File: config.mk
export PLATFORM = sky130hd
export DESIGN_NAME = cg_vector_pingpong_mem
export DESIGN_NICKNAME = d
export VERILOG_FILES = /design/src/rtl/cg_vector_pingpong_mem_pkg.sv /design/src/rtl/cg_vector_pingpong_mem_bank.sv /design/src/rtl/cg_vector_pingpong_mem.sv
export SDC_FILE = /design/constraint.sdc
export NUM_CORES = 2
export LEC_CHECK = 0
export CORE_AREA = 2 2 602 604
export CTS_CLUSTER_SIZE = 10
export DETAILED_ROUTE_END_ITERATION = 16
export DIE_AREA = 0 0 604 606
export PLACE_DENSITY = 0.48
export SLEW_MARGIN = 10
export SYNTH_ARGS = -nofsm -noshare
export SYNTH_HDL_FRONTEND = slang
export SYNTH_SLANG_ARGS = --single-unit
File: constraint.sdc
create_clock -name clk -period 140.9 [get_ports clk]
set_input_delay 21.135 -clock clk [delete_from_list [all_inputs] [get_ports clk]]
set_output_delay 21.135 -clock clk [all_outputs]
set_load 0.005 [all_outputs]
File: src/rtl/cg_vector_pingpong_mem_pkg.sv
// Shared sizing defaults, depth derivation and read FSM encoding for the
// CG vector ping-pong store.
package cg_vector_pingpong_mem_pkg;

    localparam int DEF_ELEMENT_WIDTH = 64;
    localparam int DEF_NO_OF_UNITS   = 8;
    localparam int DEF_NUM_EQUATIONS = 10;

    // Vector length rounded up to whole blocks (always adds padding lanes, even when N divides evenly).
    function automatic int calc_total(input int n, input int nu);
        return n + (nu - (n % nu));
    endfunction

    function automatic int calc_depth(input int n, input int nu);
        return calc_total(n, nu) / nu;
    endfunction

    typedef enum logic [1:0] {
        ST_IDLE   = 2'd0,
        ST_STREAM = 2'd1,
        ST_SWAP   = 2'd2
    } rd_state_t;

endpackage

File: src/rtl/cg_vector_pingpong_mem_bank.sv
// One block-wide register bank: synchronous write, asynchronous read.
module cg_vector_pingpong_mem_bank #(
    parameter int DEPTH = 2,
    parameter int WIDTH = 512,
    parameter int AW    = 1
) (
    input  logic             clk,
    input  logic             we,
    input  logic [AW-1:0]    waddr,
    input  logic [WIDTH-1:0] wdata,
    input  logic [AW-1:0]    raddr,
    output logic [WIDTH-1:0] rdata
);

    logic [WIDTH-1:0] mem [DEPTH];

    always_ff @(posedge clk) begin
        if (we) begin
            mem[waddr] <= wdata;
        end
    end

    assign rdata = mem[raddr];

endmodule

File: src/rtl/cg_vector_pingpong_mem.sv
// Double-buffered CG vector store: ALU results fill the NEW bank while the OLD
// bank streams back block by block; banks trade roles on a swap request.
module cg_vector_pingpong_mem
    import cg_vector_pingpong_mem_pkg::*;
#(
    parameter int NO_OF_UNITS                     = DEF_NO_OF_UNITS,
    parameter int NUMBER_OF_EQUATIONS_PER_CLUSTER = DEF_NUM_EQUATIONS,
    parameter int ELEMENT_WIDTH                   = DEF_ELEMENT_WIDTH
) (
    input  logic                                 clk,
    input  logic                                 reset,
    input  logic                                 wr_en,
    input  logic [ELEMENT_WIDTH*NO_OF_UNITS-1:0] wr_data,
    input  logic                                 load_en,
    input  logic [ELEMENT_WIDTH*NO_OF_UNITS-1:0] load_data,
    input  logic                                 rd_start,
    input  logic                                 rd_ready,
    output logic [ELEMENT_WIDTH*NO_OF_UNITS-1:0] rd_data,
    output logic                                 rd_valid,
    output logic                                 rd_last,
    input  logic                                 swap_req,
    output logic                                 swap_done,
    output logic                                 wr_full,
    output logic                                 overflow_err,
    output logic                                 busy,
    output rd_state_t                            state_dbg,
    output logic                                 bank_sel_dbg
);

    localparam int W     = ELEMENT_WIDTH * NO_OF_UNITS;
    localparam int DEPTH = calc_depth(NUMBER_OF_EQUATIONS_PER_CLUSTER, NO_OF_UNITS);
    localparam int AW    = (DEPTH > 1) ? $clog2(DEPTH) : 1;
    localparam int PTR_W = $clog2(DEPTH + 1);

    // Read handshake: a block transfers on every rising edge where rd_valid && rd_ready;
    // rd_data/rd_last are registered and hold while rd_ready is low.

    rd_state_t        state, state_nx;
    logic             bank_sel;   // 0: bank0 OLD, bank1 NEW
    logic             swap_pend;
    logic [PTR_W-1:0] wr_ptr, load_ptr;
    logic [AW-1:0]    rd_ptr, rd_addr;
    logic             swap_exec, start_ok, hs;
    logic             wr_we, load_we, load_ovf;
    logic [W-1:0]     bank0_rd, bank1_rd, old_rd;

    always_comb begin
        state_nx  = state;
        swap_exec = 1'b0;
        start_ok  = 1'b0;
        hs        = rd_valid && rd_ready;
        case (state)
            ST_IDLE: begin
                // A pending swap takes precedence; a coincident rd_start is dropped.
                if (swap_pend) begin
                    swap_exec = 1'b1;
                end else if (rd_start) begin
                    start_ok = 1'b1;
                    state_nx = ST_STREAM;
                end
            end
            ST_STREAM: begin
                if (hs && rd_last) begin
                    state_nx = swap_pend ? ST_SWAP : ST_IDLE;
                end
            end
            ST_SWAP: begin
                swap_exec = 1'b1;
                state_nx  = ST_IDLE;
            end
            default: state_nx = ST_IDLE;
        endcase
    end

    assign wr_we    = wr_en && (wr_ptr < PTR_W'(DEPTH));
    assign load_we  = load_en && (state == ST_IDLE) && (load_ptr < PTR_W'(DEPTH));
    assign load_ovf = load_en && (state == ST_IDLE) && (load_ptr == PTR_W'(DEPTH));
    assign rd_addr  = start_ok ? AW'(0) : rd_ptr + AW'(1);

    cg_vector_pingpong_mem_bank #(.DEPTH(DEPTH), .WIDTH(W), .AW(AW)) u_bank0 (
        .clk   (clk),
        .we    (bank_sel ? wr_we : load_we),
        .waddr (bank_sel ? wr_ptr[AW-1:0] : load_ptr[AW-1:0]),
        .wdata (bank_sel ? wr_data : load_data),
        .raddr (rd_addr),
        .rdata (bank0_rd)
    );

    cg_vector_pingpong_mem_bank #(.DEPTH(DEPTH), .WIDTH(W), .AW(AW)) u_bank1 (
        .clk   (clk),
        .we    (bank_sel ? load_we : wr_we),
        .waddr (bank_sel ? load_ptr[AW-1:0] : wr_ptr[AW-1:0]),
        .wdata (bank_sel ? load_data : wr_data),
        .raddr (rd_addr),
        .rdata (bank1_rd)
    );

    assign old_rd = bank_sel ? bank1_rd : bank0_rd;

    always_ff @(posedge clk) begin
        if (reset) begin
            state        <= ST_IDLE;
            bank_sel     <= 1'b0;
            swap_pend    <= 1'b0;
            swap_done    <= 1'b0;
            wr_ptr       <= '0;
            load_ptr     <= '0;
            rd_ptr       <= '0;
            overflow_err <= 1'b0;
            rd_valid     <= 1'b0;
            rd_last      <= 1'b0;
            rd_data      <= '0;
        end else begin
            state     <= state_nx;
            swap_done <= swap_exec;

            if (swap_exec) begin
                bank_sel  <= ~bank_sel;
                swap_pend <= 1'b0;
            end else if (swap_req) begin
                swap_pend <= 1'b1;
            end

            // A write landing in the swap cycle still targets the pre-swap NEW bank.
            if (swap_exec) begin
                wr_ptr   <= '0;
                load_ptr <= '0;
            end else begin
                if (wr_we)   wr_ptr   <= wr_ptr + PTR_W'(1);
                if (load_we) load_ptr <= load_ptr + PTR_W'(1);
            end

            if ((wr_en && !wr_we) || load_ovf) begin
                overflow_err <= 1'b1;
            end

            if (start_ok) begin
                rd_valid <= 1'b1;
                rd_ptr   <= '0;
                rd_data  <= old_rd;
                rd_last  <= (rd_addr == AW'(DEPTH - 1));
            end else if ((state == ST_STREAM) && hs) begin
                if (rd_last) begin
                    rd_valid <= 1'b0;
                    rd_last  <= 1'b0;
                end else begin
                    rd_ptr  <= rd_addr;
                    rd_data <= old_rd;
                    rd_last <= (rd_addr == AW'(DEPTH - 1));
                end
            end
        end
    end

    assign wr_full      = (wr_ptr == PTR_W'(DEPTH));
    assign busy         = (state != ST_IDLE) || swap_pend;
    assign state_dbg    = state;
    assign bank_sel_dbg = bank_sel;

endmodule
==> images/route_heat.png <==
30 x 30 tiles, from dark blue (low) to red (high), scaled to the fullest tile. Values are wire area over tile area, all layers added.
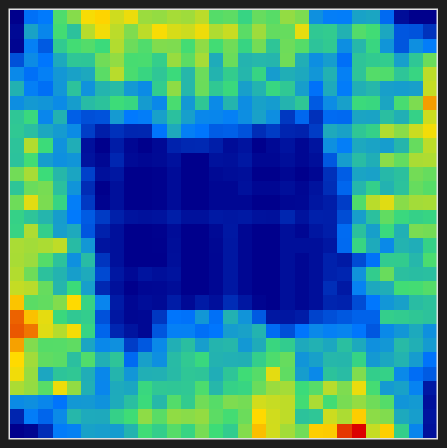
tiles over half the peak: 24%
emptiest ninth of the die: centre
mean over tiles: 0.15
nearly empty tiles: 12%

==> images/placed.png <==
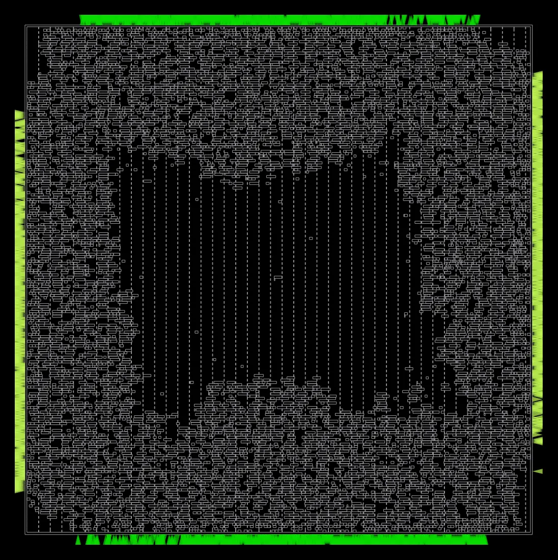
fillcell total: 33.7k
flop count: 2573
fraction of standard cell area that is sequential: 54.6%
count of placed standard cells in the final layout, fillers left out: 11.7k

==> summary.txt <==
Physical implementation.

- The flow ran to the end, and the final reports show no timing, DRC or antenna violations.
- The worst setup margin is between 100 and 150 ns.
- By instance count, the leading cell after synthesis is sky130_fd_sc_hd__edfxtp_1.
- The global routing stage identified its most utilized layer as met2.
- The CTS tree is built.
- The timing report attributes the biggest portion of critical-path delay to buffers and inverters.
- For this design the ratio of total power to cell area is 15.1 mW/mm².
- Looking at the setup timing report, the critical path kind is in2reg.
- The worst min-delay path class is reg2reg.
- The total CTS buffers is 310.
- After synthesis, the mean cell area works out to 20.3 µm².
- Looking at the reg2reg group, the worst path starts from bank_sel_dbg.
- In the per-layer summary, the met1 wirelength comes to about 130000 µm.
- The layout has about 530 clock buffers.
- The gate count after technology mapping is between 5k and 6k.
- The design draws 1990 µW.
- The number of clock sinks is between 2k and 3k.
- Port buffering added ~1.6k buffers.
- For this sky-water flow run, the detailed-routed wirelength per cell is reported as between 20 and 30 µm.
- Internal power comes to 1500 µW.
- Per the OpenROAD floorplan log, the area of the core is 0.360 mm².
- The share of power burned in the clock network is 37.7%.
- The setup fix buffers added after clock tree synthesis is 0.
- The via count of the routed design is 56.1k.
- The via count of the first global-routing pass is between 50k and 60k.
- Cells fill about 37% of the core in the end.
- The critical path data required time is around 140 ns.
- The synthesis run shows the most used standard cells to be sky130_fd_sc_hd__edfxtp_1, sky130_fd_sc_hd__mux2_2, sky130_fd_sc_hd__dfxtp_1.
- After detailed routing, the number of remaining DRC violations is 0.
- Once layout is done, the placed cells without fillers occupy roughly 0.13 mm².
- The combinational power reported by the tool is approximately 290 µW.
- The detailed router finished its first iteration with 3701 violations.
- In this run the vertical extent of the chip is 606 µm.
- The final cycle utilization of the critical path is around a fifth.
- For this floorplan the total number of well-tap instances is 4794.
- The switching part of the total power is about a quarter.
- The combined global-route utilization of all metal layers is between 10% and 20%.
- Counting tap cells, the placed design contains a total of roughly 11k instances.
- The first global-routing pass estimated roughly 460000 µm of wire.
- Setup repair after global routing left no endpoint under its margin.
- For reference, compound AND-OR and OR-AND cells occupy 4.47% of the area reported after synthesis.
- The buffer-and-inverter tally for the worst setup path is 6.
- The most frequent logic cell in the layout is sky130_fd_sc_hd__edfxtp_1.
- In the hold report, the worst path ends at rd_data[449].
- Counting flops and latches in the post-synthesis netlist gives 2573.
- The net switching power of the design is approximately 480 µW.
- The predominant post-synthesis flop cell is sky130_fd_sc_hd__edfxtp_1.
- CTS placed an instance of sky130_fd_sc_hd__clkbuf_16 at the clock tree root.
- The biggest slice of the total power is consumed by sequential cells.
- The setup clock skew after layout is 0.0514 ns.
- The worst hold path begins at rd_data[449].
- In the final layout, non-clock buffers account for around 12% of the cell area.
- The final layout reports a setup TNS of 0 ns.
- Summed over the clock group, the power is 751 µW.
- Timing analysis after detailed placement gives a worst setup slack of around 110 ns.
- The endpoint type of the worst setup path is a flop.
- The adder and majority cell fraction of the synthesized area is less than 1%.
- The layout has about 1.6k buffers outside the clock class.
- The number of hold violations in the final report is 0.
- The number of warnings issued by yosys is 0.
- Detailed routing placed a total of about 24000 µm of wire on met3.
- Traced cell by cell, the critical path runs through clkdlybuf4s50_1 -> or3b_2 -> nor2_1 -> nand3_1 -> o31ai_4 -> buf_4 -> buf_4 -> buf_4 -> buf_4 -> buf_4.
- The floorplan report gives the top-level pin count as ~1.6k.
- The synthesized design contains 2048 enable-type register cells.
- The last element of the critical path is u_bank1.mem[1][275].
- The share of total power dissipated in combinational logic is approximately 14%.
- The number of vias per cell is 4.78.
- The number of logic stages on the critical path including buffering is 10.
- Between the synthesized netlist and the finished layout, the area growth was recorded as 29.2%.
- The synthesized netlist was found by Yosys to have ~5k cells.
- For this run, the slowest stage of the critical path takes roughly 0.83 ns.
- The initial antenna violation count was between 200 and 250.
- In the post-synthesis netlist, the biggest area contributors are sky130_fd_sc_hd__edfxtp_1, sky130_fd_sc_hd__mux2_2, sky130_fd_sc_hd__mux4_2.
- The horizontal extent of the die is about 600 µm.
- The final net count is between 7k and 8k.
- The final timing report lists a max-slew violation count of 0.
- The count of cell types in the netlist is 35.
- The synthesized-area fraction occupied by and/or/nand/nor cells is less than 1%.
- The registers reported with the highest flop counts are u_bank0.mem (1024), u_bank1.mem (1024), rd_data (512).
- The critical path maximum fanout is between 50 and 60.
- In this design, the critical path's most frequently occurring cell is sky130_fd_sc_hd__buf_4.
- The register area is slightly above 0.07 mm².
- The launching element of the worst setup path is load_en.
- The final routed wirelength across all metal layers is roughly 340000 µm.
- The report counts max-capacitance violations totalling 0.
- The total congestion overflow is 0.
- The hold-critical path depth is 1.
- The number of buffers on the longest clock path is 4.
- In the placement report, post-DP HPWL is listed as between 200000 and 250000 µm.
- CTS built an H-tree with a depth of 5.
- Routing resource usage on met2 recorded by global route was 31.3%.
- The total leakage power is approximately 0.043 µW.
- The synthesis report gives the async set-or-reset register share as 0%.
- In this run the tightest slew margin relative to its limit is 19.9%.
- The clock-pin transition on the worst setup and hold timing paths is around 0.050 ns.
- For this run, the detailed router's first-pass iteration total came to 7.
- The clock-cell share of area is under 10%.
- The routability congestion estimate is 0.820.
- The number of antenna diodes in the final layout is between 60 and 70.
- The power drawn by the sequential cells is 950 µW.
- The die footprint is 0.366 mm².
- Grouping non-sequential cells by family puts the most area in multiplexers.
- The proportion of layout cells with a drive suffix above 1 is between 20% and 30%.
- For met1 alone, demand over resource in global routing was 20.2%.
- The endpoint of the worst register-to-register path is rd_data[301].
- The chip area line in the Yosys stat output reads 0.102 mm².
- Ranking logic cells in the layout by count gives the top entries sky130_fd_sc_hd__edfxtp_1, sky130_fd_sc_hd__clkdlybuf4s50_1, sky130_fd_sc_hd__mux2_2, sky130_fd_sc_hd__dfxtp_1.
- The flow reports an fmax of between 0.03 and 0.04 GHz.
- The xor and xnor area share after synthesis is less than 1%.
- The largest cell class by area is registers.
- The kind of start point of the critical path is an input port.
- The logic area is 0.0280 mm².
- After synthesis the cells add up to between 0.1 and 0.15 mm².
- The number of nets at floorplan is 6056.
- The cell accounting for the most synthesized area is sky130_fd_sc_hd__edfxtp_1.
- The smallest hold slack is between 0.4 and 0.5 ns.
- Looking at the power breakdown, sequential logic takes roughly 48% of the total.
- The worst VDD IR drop from the latest analysis is just under 8 µV.
- The setup violation total in the final timing report is 0.
- The remaining antenna violation count is 0.
- Clock latency on the worst-skew pair, taken at its later pin, is around 0.90 ns.
- In this run, post-CTS hold repair placed 0 buffers.
- The shortest period the worst path allows is about 26 ns.
- The global-route met3 utilization is between 5 and 6%.
- The portion of the post-synthesis area used by sequential elements is between 70 and 80%.
- Measured in cells, the most critical reg-to-reg path has a length of 9.
- The highest signal layer in the routed design is met5.
- The met2 wire length is approximately 170000 µm.
- The arrival time of data at the worst endpoint is listed as between 20 and 30 ns.
- The actual slew at the worst max-slew pin is ~1.2 ns.
- The non-clock inverters instantiated in the layout total 3.
- The fraction of standard cell area in multi-input logic is 21.2%.
- The number of instances resized during post-cts repair is 0.
Power and IR drop assume default switching activity.
